## src/rtl/chop_gen_mc.sv

```systemverilog
// Multi-channel chopper generator: shared period counter, per-channel polarity inversion at a
// programmable count, post-transition data-hold flag and matched output delay lines.
module chop_gen_mc #(
  parameter int unsigned N_CH      = 4,
  parameter int unsigned CNT_W     = 32,
  parameter int unsigned HOLD_W    = 8,
  parameter int unsigned CHOP_DLAY = 3
) (
  input  logic              clk,
  input  logic              reset_n,
  input  logic              chop_en,
  input  logic              sync_i,
  input  logic [N_CH-1:0]   chop_default,
  input  logic [CNT_W-1:0]  change_count,
  input  logic [CNT_W-1:0]  max_count,
  input  logic [HOLD_W-1:0] hold_len,
  output logic [N_CH-1:0]   chop_o,
  output logic [N_CH-1:0]   chop_dly_o,
  output logic              data_hold_o,
  output logic              period_start_o,
  output logic              cfg_err_o
);

  typedef enum logic [1:0] {StIdle, StRun, StErr} state_e;

  state_e            state_q, state_d;
  logic [CNT_W-1:0]  cnt_q, cnt_d;
  logic [CNT_W-1:0]  change_s_q, change_s_d;
  logic [CNT_W-1:0]  max_s_q, max_s_d;
  logic [N_CH-1:0]   default_s_q, default_s_d;
  logic [HOLD_W-1:0] hold_s_q, hold_s_d;
  logic [HOLD_W-1:0] hold_cnt_q, hold_cnt_d;
  logic [N_CH-1:0]   chop_pipe_q [CHOP_DLAY];
  logic [CHOP_DLAY-1:0] hold_pipe_q;

  logic cfg_ok;
  logic wrap;
  logic hold;

  // Validity is judged on the live inputs, since they are what the shadows capture on this edge.
  assign cfg_ok = (max_count >= CNT_W'(2)) && (change_count != '0) &&
                  (change_count < max_count);
  assign wrap   = (cnt_q == max_s_q - CNT_W'(1));

  always_comb begin
    state_d     = state_q;
    cnt_d       = cnt_q;
    change_s_d  = change_s_q;
    max_s_d     = max_s_q;
    default_s_d = default_s_q;
    hold_s_d    = hold_s_q;
    hold_cnt_d  = hold_cnt_q;
    unique case (state_q)
      StIdle: begin
        cnt_d      = '0;
        hold_cnt_d = '0;
        if (chop_en) begin
          change_s_d  = change_count;
          max_s_d     = max_count;
          default_s_d = chop_default;
          hold_s_d    = hold_len;
          if (cfg_ok) begin
            state_d    = StRun;
            hold_cnt_d = hold_len;
          end else begin
            state_d = StErr;
          end
        end
      end
      StRun: begin
        if (!chop_en) begin
          state_d    = StIdle;
          cnt_d      = '0;
          hold_cnt_d = '0;
        end else if (wrap || sync_i) begin
          cnt_d       = '0;
          change_s_d  = change_count;
          max_s_d     = max_count;
          default_s_d = chop_default;
          hold_s_d    = hold_len;
          if (cfg_ok) begin
            hold_cnt_d = hold_len;
          end else begin
            state_d    = StErr;
            hold_cnt_d = '0;
          end
        end else begin
          cnt_d = cnt_q + CNT_W'(1);
          if (cnt_d == change_s_q) begin
            hold_cnt_d = hold_s_q;
          end else if (hold_cnt_q != '0) begin
            hold_cnt_d = hold_cnt_q - HOLD_W'(1);
          end
        end
      end
      StErr: begin
        cnt_d      = '0;
        hold_cnt_d = '0;
        if (!chop_en) begin
          state_d = StIdle;
        end
      end
      default: state_d = StIdle;
    endcase
  end

  always_comb begin
    chop_o = chop_default;
    unique case (state_q)
      StRun:   chop_o = (cnt_q < change_s_q) ? default_s_q : ~default_s_q;
      StErr:   chop_o = default_s_q;
      default: chop_o = chop_default;
    endcase
  end

  assign hold           = (state_q == StRun) && (hold_cnt_q != '0);
  assign period_start_o = (state_q == StRun) && (cnt_q == '0);
  assign cfg_err_o      = (state_q == StErr);
  assign chop_dly_o     = chop_pipe_q[CHOP_DLAY-1];
  assign data_hold_o    = hold_pipe_q[CHOP_DLAY-1];

  always_ff @(posedge clk or negedge reset_n) begin
    if (!reset_n) begin
      state_q     <= StIdle;
      cnt_q       <= '0;
      change_s_q  <= '0;
      max_s_q     <= '0;
      default_s_q <= '0;
      hold_s_q    <= '0;
      hold_cnt_q  <= '0;
    end else begin
      state_q     <= state_d;
      cnt_q       <= cnt_d;
      change_s_q  <= change_s_d;
      max_s_q     <= max_s_d;
      default_s_q <= default_s_d;
      hold_s_q    <= hold_s_d;
      hold_cnt_q  <= hold_cnt_d;
    end
  end

  // Delay lines run in every state so delayed outputs always track chop_o/hold.
  always_ff @(posedge clk or negedge reset_n) begin
    if (!reset_n) begin
      for (int i = 0; i < int'(CHOP_DLAY); i++) begin
        chop_pipe_q[i] <= '0;
        hold_pipe_q[i] <= 1'b0;
      end
    end else begin
      chop_pipe_q[0] <= chop_o;
      hold_pipe_q[0] <= hold;
      for (int i = 1; i < int'(CHOP_DLAY); i++) begin
        chop_pipe_q[i] <= chop_pipe_q[i-1];
        hold_pipe_q[i] <= hold_pipe_q[i-1];
      end
    end
  end

endmodule

```

## config.mk

```make
export PLATFORM = sky130hd
export DESIGN_NAME = chop_gen_mc
export DESIGN_NICKNAME = d
export VERILOG_FILES = /design/src/rtl/chop_gen_mc.sv
export SDC_FILE = /design/constraint.sdc
export NUM_CORES = 1
export LEC_CHECK = 0
export ABC_AREA = 1
export CAP_MARGIN = 20
export CELL_PAD_IN_SITES_DETAIL_PLACEMENT = 1
export CELL_PAD_IN_SITES_GLOBAL_PLACEMENT = 1
export CORE_MARGIN = 10
export CORE_UTILIZATION = 43
export CTS_CLUSTER_SIZE = 25
export DETAILED_ROUTE_END_ITERATION = 16
export GPL_ROUTABILITY_DRIVEN = 0
export PLACE_DENSITY = 0.8
export SKIP_CTS_REPAIR_TIMING = 1
export SYNTH_ARGS = -nofsm -noshare
export SYNTH_HDL_FRONTEND = slang
export SYNTH_SLANG_ARGS = --single-unit
```

## constraint.sdc

```tcl
create_clock -name clk -period 3 [get_ports clk]
set_clock_uncertainty 0.15 [all_clocks]
set_input_delay 0.6 -clock clk [delete_from_list [all_inputs] [get_ports clk]]
set_output_delay 0.6 -clock clk [all_outputs]
set_load 0.02 [all_outputs]
```

class_map.png
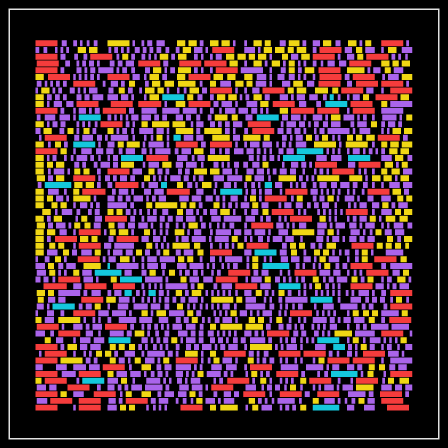
legend:
  yellow:
    class: remaining buffers and delay cells
    cells: 341
  purple:
    class: remaining logic cells
    cells: 1243
  cyan:
    class: clock drivers and dummy loads
    cells: 31
  red:
    class: registers
    cells: 133

util_map.png
Scale bar: 50 um. The die is cut into 17 by 17 equal tiles; black is low, pale yellow is high, 0 to 100% covered.
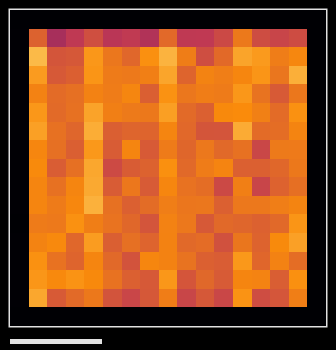
mean over tiles: 53%
densest ninth of the die: center
fullest tile: 85%

port_trees.png
Scale bar: 50 um.
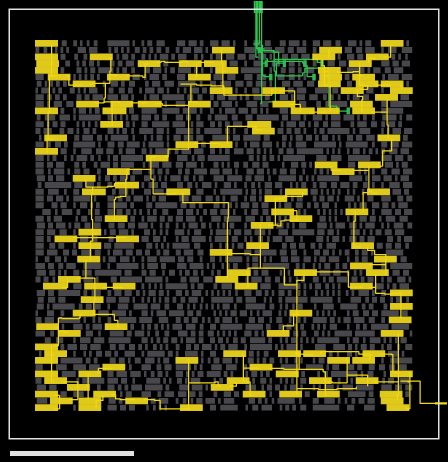
legend:
  green:
    port: `chop_default`
    bits: 4
    direction: input
    edge: top
    end_cells: 8
    buffers: 4
    wire: 251 um
  yellow:
    port: `reset_n`
    bits: 1
    direction: input
    edge: right
    end_cells: 133
    buffers: 3
    wire: 1470 um

==> Slide: Implementation Results <==
Implementation Results

Run status
  • Status: finished with violations
  • Failing checks: hold timing, setup timing

Pwr
  • Comb pwr: 8080 uW
  • Top Consumer: combinational logic
  • Net switching power: 6795 uW
  • Clock power share: 0.188

Cells and area
  • Design area: 16040 sq um
  • Comb/total area: 0.4766
  • Reg area: 3338 sq um
  • Seq/total area: 0.2081
  • Nonclk inv count: 167
  • Clkbuf count: 19

Synthesis
  • Post-synth ARST share: 1.000
  • Syn_area_per_cell: 7.083 sq um

STA
  • Final hold violations: 26
  • WHS: -0.04864 ns
  • Final Setup Violations: 123
  • Final worst slack: -0.9325 ns

Clock tree
  • Clk buf depth: 2

Worst setup path
  • WS Path Type: reg2out
  • Crit path max fanout: 4
  • Critical path data arrival time: 3.18 ns
  • Cell family with most CP delay: simple AND/OR/NAND/NOR gates

Detailed routing
  • Routed wire per std cell: 32.70 um

Floorplan
  • Ports: 91

GRT
  • Gr ovfl total: 0
Power is estimated from default activity; no workload was simulated.
